===== src/rtl/serial_subtractor_ctrl_if.sv =====
// Handshake/operand bundle for serial_subtractor_ctrl.
// Optional signed-overflow flag is present only when SERIAL_SUB_OVF_EN is defined.
interface serial_subtractor_ctrl_if #(parameter int WIDTH = 8);
  logic             start;
  logic [WIDTH-1:0] a;
  logic [WIDTH-1:0] b;
  logic             bin;
  logic             busy;
  logic             done;
  logic [WIDTH-1:0] diff;
  logic             bout;
`ifdef SERIAL_SUB_OVF_EN
  logic             ovf;

  modport master (output start, a, b, bin, input busy, done, diff, bout, ovf);
  modport slave  (input start, a, b, bin, output busy, done, diff, bout, ovf);
`else
  modport master (output start, a, b, bin, input busy, done, diff, bout);
  modport slave  (input start, a, b, bin, output busy, done, diff, bout);
`endif
endinterface


===== src/rtl/serial_subtractor_ctrl.sv =====
// Bit-serial subtractor controller: computes a - b - bin one bit per cycle, LSB first.
// Optional feature macro: SERIAL_SUB_OVF_EN adds a signed-overflow flag (ovf).
//
// state | meaning
// IDLE  | waiting for start; operands captured on acceptance
// SHIFT | one full-subtractor bit per cycle, WIDTH cycles total
// DONE  | result valid, one-cycle done pulse, then back to IDLE
module serial_subtractor_ctrl #(
  parameter int WIDTH = 8
) (
  input logic                clk,
  input logic                rst_n,
  serial_subtractor_ctrl_if.slave bus
);
  localparam int CW = $clog2(WIDTH + 1);

  typedef enum logic [1:0] {IDLE, SHIFT, DONE} state_t;

  state_t           state;
  logic [WIDTH-1:0] a_sr;
  logic [WIDTH-1:0] b_sr;
  logic [WIDTH-1:0] diff_r;
  logic             borrow;
  logic             busy_r;
  logic             done_r;
  logic [CW-1:0]    cnt;
  logic             d_bit;
  logic             c_next;
`ifdef SERIAL_SUB_OVF_EN
  logic             a_msb;
  logic             b_msb;
  logic             ovf_r;
`endif

  // Full-subtractor on the current LSBs; borrow is the carried state
  assign d_bit  = a_sr[0] ^ b_sr[0] ^ borrow;
  assign c_next = (~a_sr[0] & b_sr[0]) | (~(a_sr[0] ^ b_sr[0]) & borrow);

  // Sequencer and datapath; borrow flop doubles as the registered bout
  always_ff @(posedge clk or negedge rst_n) begin
    if (!rst_n) begin
      state  <= IDLE;
      a_sr   <= '0;
      b_sr   <= '0;
      diff_r <= '0;
      borrow <= 1'b0;
      busy_r <= 1'b0;
      done_r <= 1'b0;
      cnt    <= '0;
`ifdef SERIAL_SUB_OVF_EN
      a_msb  <= 1'b0;
      b_msb  <= 1'b0;
      ovf_r  <= 1'b0;
`endif
    end else begin
      case (state)
        IDLE: begin
          done_r <= 1'b0;
          if (bus.start) begin
            a_sr   <= bus.a;
            b_sr   <= bus.b;
            borrow <= bus.bin;
            cnt    <= '0;
            busy_r <= 1'b1;
`ifdef SERIAL_SUB_OVF_EN
            a_msb  <= bus.a[WIDTH-1];
            b_msb  <= bus.b[WIDTH-1];
`endif
            state  <= SHIFT;
          end
        end
        SHIFT: begin
          diff_r <= {d_bit, diff_r[WIDTH-1:1]};
          borrow <= c_next;
          a_sr   <= a_sr >> 1;
          b_sr   <= b_sr >> 1;
          if (cnt == CW'(WIDTH - 1)) begin
            // last bit: d_bit is the result MSB
`ifdef SERIAL_SUB_OVF_EN
            ovf_r  <= (a_msb != b_msb) && (d_bit != a_msb);
`endif
            done_r <= 1'b1;
            state  <= DONE;
          end else begin
            cnt <= cnt + 1'b1;
          end
        end
        DONE: begin
          done_r <= 1'b0;
          busy_r <= 1'b0;
          state  <= IDLE;
        end
        default: begin
          done_r <= 1'b0;
          busy_r <= 1'b0;
          state  <= IDLE;
        end
      endcase
    end
  end

  assign bus.busy = busy_r;
  assign bus.done = done_r;
  assign bus.diff = diff_r;
  assign bus.bout = borrow;
`ifdef SERIAL_SUB_OVF_EN
  assign bus.ovf  = ovf_r;
`endif

endmodule


===== src/flat_wrapper.sv =====
// flat-port wrapper written by rule: the top's interface ports become plain ports
module serial_subtractor_ctrl_flat 
#(
  parameter int WIDTH = 8
)
  (clk, rst_n, bus_start, bus_a, bus_b, bus_bin, bus_busy, bus_done, bus_diff, bus_bout);
  serial_subtractor_ctrl_if #(.WIDTH(WIDTH)) bus_i ();
  input logic clk;
  input logic rst_n;
  input wire logic [$bits(bus_i.start)-1:0] bus_start;
  input wire logic [$bits(bus_i.a)-1:0] bus_a;
  input wire logic [$bits(bus_i.b)-1:0] bus_b;
  input wire logic [$bits(bus_i.bin)-1:0] bus_bin;
  output wire logic [$bits(bus_i.busy)-1:0] bus_busy;
  output wire logic [$bits(bus_i.done)-1:0] bus_done;
  output wire logic [$bits(bus_i.diff)-1:0] bus_diff;
  output wire logic [$bits(bus_i.bout)-1:0] bus_bout;
  assign bus_i.start = bus_start;
  assign bus_i.a = bus_a;
  assign bus_i.b = bus_b;
  assign bus_i.bin = bus_bin;
  assign bus_busy = bus_i.busy;
  assign bus_done = bus_i.done;
  assign bus_diff = bus_i.diff;
  assign bus_bout = bus_i.bout;
  serial_subtractor_ctrl #(.WIDTH(WIDTH)) u_core (.clk(clk), .rst_n(rst_n), .bus(bus_i));
endmodule

===== config.mk =====
export PLATFORM = sky130hd
export DESIGN_NAME = serial_subtractor_ctrl_flat
export DESIGN_NICKNAME = d
export VERILOG_FILES = /design/src/rtl/serial_subtractor_ctrl_if.sv /design/src/rtl/serial_subtractor_ctrl.sv /design/src/flat_wrapper.sv
export SDC_FILE = /design/constraint.sdc
export NUM_CORES = 1
export LEC_CHECK = 0
export ABC_AREA = 1
export CAP_MARGIN = 10
export CORE_MARGIN = 8
export CORE_UTILIZATION = 45
export DETAILED_ROUTE_END_ITERATION = 16
export PLACE_DENSITY = 0.77
export SLEW_MARGIN = 20
export SYNTH_ARGS = -nofsm -noshare
export SYNTH_HDL_FRONTEND = slang
export SYNTH_SLANG_ARGS = --single-unit

===== constraint.sdc =====
create_clock -name clk -period 1.5 [get_ports clk]
set_input_delay 0.3 -clock clk [delete_from_list [all_inputs] [get_ports clk]]
set_output_delay 0.3 -clock clk [all_outputs]
set_load 0.01 [all_outputs]

==> job_summary.md, run 1 <==
## Implementation flow summary

| Metric | Value |
|---|---|
| Status | `complete, no violations` |
| Yosys stat chip area | `1680 um2` |
| Complex Gates by Area | `0.107` |
| Leading area contributor after synthesis | `dfrtp_1` |
| Post-synth EDFFs | `0` |
| Buf+Inv Stages, Crit Path | `1` |
| Crit path arrival time | `1.16 ns` |
| Via-to-Cell Ratio | `4.56` |
| Setup TNS | `0 ns` |
| Most used DFF post-synth | `dfrtp_1` |
| Unrepaired setup endpoints after global routing | `no` |
| Placed instance count | `269` |
| Layout Area Growth over Synthesis | `26.0%` |
| ANT cells | `0` |
| Instance tally after logic synthesis | `194` |
| Mux area share | `0` |
| Top cell excl fill/tap | `nand2_1` |
| Die X | `77.1 um` |
| Hold Fails Final Rpt | `0` |
| CP Launch Type | `register` |
| Post-Syn Area per Cell | `8.66 um2` |
| Initial Util | `0.462` |
| TritonRoute pass-1 iters | `4` |
| Clk root buf | `clkbuf_8` |
| Synth Register Bits | `33` |
| Initial antenna violation count | `0` |
| GRT Overall Usage | `0.114` |
| Mapped Area | `1680 um2` |
| Max Root-Sink Buffers | `2` |
| Hpwl dp | `2240 um` |
| Vias in the first global route | `1265` |
| Syn_nets | `216` |
| Crit-path leading delay family | `buffers and inverters` |
| Top cells by count | `60 x nand2_1, 33 x dfrtp_1, 23 x inv_1, 13 x nor2_1, 13 x o21ai_2` |
| Main logic family | `simple AND/OR/NAND/NOR gates` |
| Ys cells | `194` |
| Power, Total | `4.32 mW` |
| Final setup margin | `0.0429 ns` |
| Most common logic cells in the final layout | `60 x nand2_1, 33 x dfrtp_1, 23 x inv_1` |
| Tool warnings | `26` |
| Fmax | `686 MHz` |
| Adder Share, Synth | `0.0194` |
| DR WL/cell | `11.4 um` |
| Yosys simple share | `0.266` |
| Endpoint class of the critical path | `primary output` |
| Crit share post-route | `0.971` |
| I/O pin count | `31` |
| Cell Chain, Critical Path | `clkdlybuf4s50_1` |
[run 1: kinds of logic (layout without fill, tap and decap cells)]
kind of cell,count (synthesis),in the layout
buffers and inverters,33,68
AND/OR/NAND/NOR,100,100
adder cells (fa/ha/maj),2,2
flip-flops,33,33
AND-OR/OR-AND,26,26
[run 1: routing by layer]
metal	part of all wire	vias up	GRT usage
li1	-	659	-
met1	0.47	573	0.129
met2	0.46	24	0.181
met3	0.046	7	0.0338
met4	0.026	0	0.0792
met5	0	-	0
[run 1: repair_timing]
action / 4_1_cts / 5_1_grt
pin swaps: 0 / 0
setup endpoints to repair: 3 / 7
resized: 3 / 7
[run 1: sequential cells by signal, summed over array words and instances (netlist names)]
register	count
u_core.bus.busy	1
u_core.a_sr	8
u_core.cnt	4
u_core.bus.diff	8
u_core.b_sr	8
u_core.bus.bout	1
u_core.bus.done	1
u_core.state	2
[run 1: layout make-up]
cell class,count,area (um2)
multi-input combinational,128,658
sequential,33,826
clock buffer,7,96.3
fill,335,1520
timing repair buffer,35,377
clock inverter,1,5.00
inverter,25,93.8
tap,48,60.1
[run 1: where the power goes]
part | switching, mW | internal [mW] | leakage [nW] | total, mW
logic | 1.17 | 0.839 | 0.682 | 2.01
clock network | 0.311 | 0.414 | 0.0542 | 0.725
registers | 0.270 | 1.31 | 0.411 | 1.58
[run 1: worst paths after layout]
kind	start	to	slack, ns	cells after the start
worst max-delay path	u_core.bus.diff[5]	bus_diff[5]	0.04	1
max in group asynchronous	rst_n	u_core.b_sr[4]	0.95	2
worst min register to register	u_core.bus.diff[0]	u_core.bus.diff[0]	0.49	2
min in group clk	u_core.bus.diff[0]	u_core.bus.diff[0]	0.49	2
worst max register to register	u_core.cnt[0]	u_core.cnt[2]	0.14	5
worst min-delay path	rst_n	u_core.cnt[0]	0.38	2
Figure 1. Met1 routing (run 1).
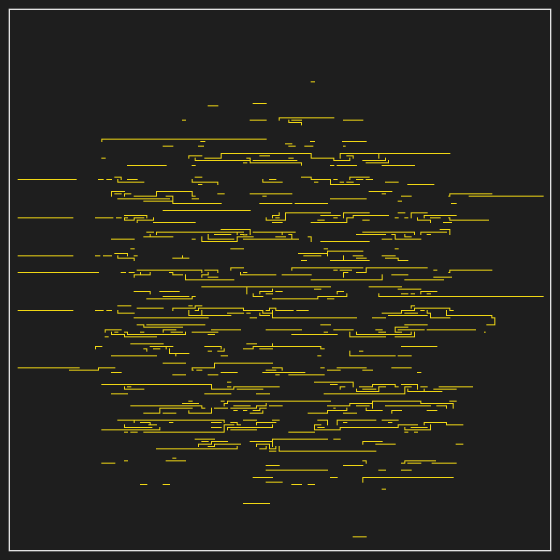
share of all routed wire	47%
main direction	horizontal
wire length on this layer	1490 um
longest straight run	23.5 um
Vias: 1263
drt total wl: 3170 um
met1 Resource Use GR: 0.129

Figure 2. The clock network (run 1).
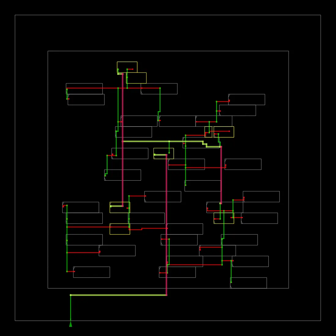
flop count: 33
total CTS buffers: 5
clk sinks: 33
Insertion Delay late pin: 0.28 ns

Figure 3. Placement by cell class (run 1).
Fill, decap, tap and diode cells in grey.
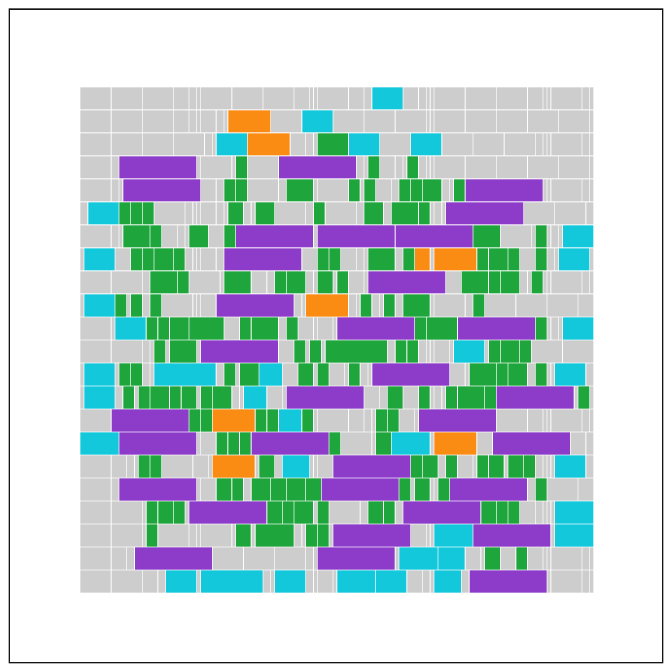
colour	class	cells	share of their area
cyan	remaining buffers and delay cells	35	18%
purple	registers	33	40%
orange	clock drivers and dummy loads	8	4.9%
green	remaining logic cells	153	37%
Util after Layout: 0.582
flop share of the area: 0.390
finished layout cell area: 2120 um2
core area: 3630 um2
Rows: 22

Figure 4. The metal 3 layer (run 1).
Scale bar: 20 um.
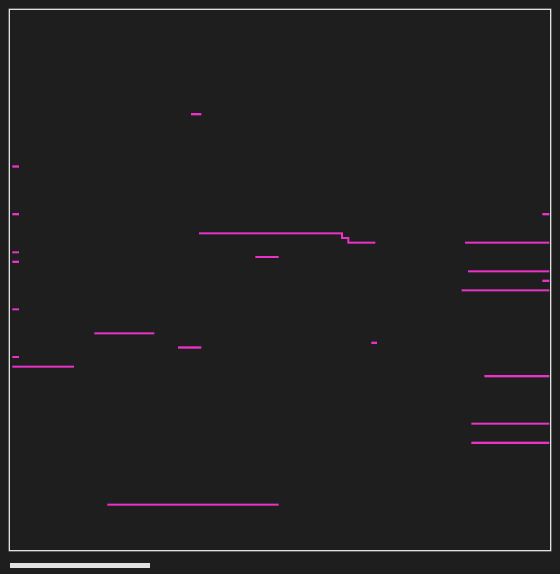
nets with wire on the layer	18
wire length on this layer	146 um
main direction	horizontal
longest straight run	24.1 um
grt met3 use: 0.0338

==> run 2: changes to the inputs <==
--- a/config.mk
+++ b/config.mk
@@ -11,7 +11,7 @@
 export CORE_UTILIZATION = 45
 export DETAILED_ROUTE_END_ITERATION = 16
 export PLACE_DENSITY = 0.77
-export SLEW_MARGIN = 20
+export SLEW_MARGIN = 40
 export SYNTH_ARGS = -nofsm -noshare
 export SYNTH_HDL_FRONTEND = slang
 export SYNTH_SLANG_ARGS = --single-unit
Figure 5. Met1 routing (run 2).
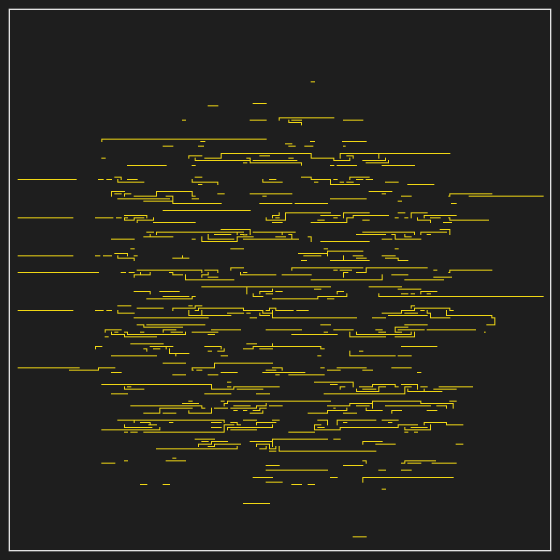
longest straight run	23.5 um
share of all routed wire	47%
main direction	horizontal
wire length on this layer	1490 um
nets with wire on the layer	229

Figure 6. The metal 3 layer (run 2).
Scale bar: 20 um.
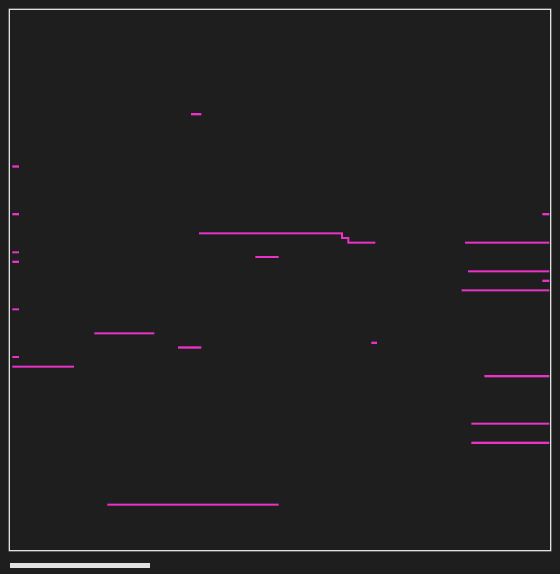
share of all routed wire	4.6%
longest straight run	24.1 um
main direction	horizontal

==> run 2 against run 1 <==
  * Routed wire length is the same
  * Via count did not move
  * Register-to-register slack barely moved
  * Sequential share of layout area unchanged
  * Total power unchanged
  * First-iteration DRC count unchanged
  * Maximum frequency stayed put
  * Area after synthesis stayed put
  * Global-route usage stayed put
  * Clock-buffer cell count unchanged
  * Die area unchanged
  * Clock skew unchanged
  * Largest cell class unchanged
==> job_summary.md, run 2 <==
## Implementation flow summary

| Metric | Value |
|---|---|
| GRT Overall Usage | `0.114 (unchanged)` |
| Clk root buf | `clkbuf_8` |
| Ys cells | `194 (unchanged)` |
| Layout Area Growth over Synthesis | `26.0% (unchanged)` |
| Grt peak-use layer | `met2` |
| Highest metal used | `met4` |
| Leading area contributor after synthesis | `dfrtp_1` |
| Post-CTS resize count | `3 (unchanged)` |
| Die X | `77.1 um (unchanged)` |
| Buf+Inv Stages, Crit Path | `1 (unchanged)` |
| Crit-path leading delay family | `buffers and inverters` |
| Via-to-Cell Ratio | `4.56 (unchanged)` |
| Power, Total | `4.32 mW (unchanged)` |
| CP Launch Type | `register` |
| Comb power frac | `0.466 (about the same)` |
| Top cells by count | `60 x nand2_1, 33 x dfrtp_1, 23 x inv_1, 13 x nor2_1, 13 x o21ai_2` |
| Met2 Use GR | `0.181 (unchanged)` |
| Status | `complete, no violations` |
| Tool warnings | `26 (unchanged)` |
| Drt total wl | `3170 um (unchanged)` |
| Total CTS buffers | `5 (unchanged)` |
| Rows | `22 (unchanged)` |
| Vias | `1263 (unchanged)` |
| ANT cells | `0 (unchanged)` |
| Fill cells | `335 (unchanged)` |
| Unrepaired setup endpoints after global routing | `no` |
| DR WL/cell | `11.4 um (unchanged)` |
| Initial antenna violation count | `0 (unchanged)` |
| Met1 Resource Use GR | `0.129 (unchanged)` |
| Core area | `3630 um2 (unchanged)` |
Figure 7. Wire density map (run 2).
Scale bar: 20 um. The die is cut into 15 by 15 equal tiles; dark blue is low, red is high, scaled to the fullest tile. Values are wire area over tile area, all layers added.
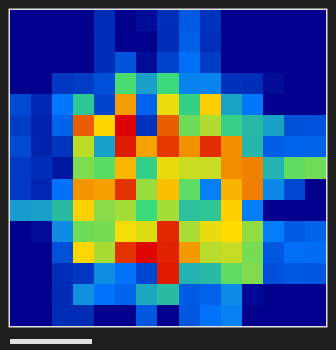
fullest tile	0.28
nearly empty tiles	27%
densest ninth of the die	middle

## run 2: kinds of logic after synthesis
| family | count (synthesis) | share of synthesized area |
|---|---|---|
| and+or+nand+nor | 100 | 0.266 |
| buffers and inverters | 33 | 0.116 |
| adders and majority gates | 2 | 0.0194 |
| DFF | 33 | 0.492 |
| AOI/OAI and AO/OA | 26 | 0.107 |
## run 2: area by class of cell
cell class                 count  area [um2]  share of cell area
clock buffer                   7        96.3              0.0455
clock inverter                 1        5.00             0.00237
inverter                      25        93.8              0.0444
multi-input combinational    128         658               0.311
sequential                    33         826               0.390
tap                           48        60.1              0.0284
timing repair buffer          35         377               0.178
## run 2: metrics by stage
stage | instance area (um2) | cells | worst slack (ns)
floorplan | 1680 | 194 | 0.380
global placement | 2000 | 269 | 0.137
detailed placement | 2000 | 269 | 0.0934
CTS | 2100 | 277 | 0.00142
global route | 2120 | 277 | 0.00193
finish | 2120 | 277 | 0.0429
## run 2: worst paths after layout
kind                               startpoint                 end  slack [ns]  depth (start not counted)
max                        u_core.bus.diff[5]         bus_diff[5]        0.04                          1
min                                     rst_n       u_core.cnt[0]        0.38                          2
max reg2reg                     u_core.cnt[0]       u_core.cnt[2]        0.14                          5
min reg2reg                u_core.bus.diff[0]  u_core.bus.diff[0]        0.49                          2
max in group asynchronous               rst_n      u_core.b_sr[4]        0.95                          2
min in group clk           u_core.bus.diff[0]  u_core.bus.diff[0]        0.49                          2
## run 2: power groups by stage
stage	clock network, mW	logic (mW)	registers, mW
2_1_floorplan	0	1.62	1.59
3_3_place_gp	0	2.02	1.59
3_5_place_dp	0	2.09	1.60
4_1_cts	0.744	2.07	1.58
5_1_grt	0.785	2.27	1.63
6_report	0.725	2.01	1.58
No activity file was given, so power comes from the tool's default toggle rates.
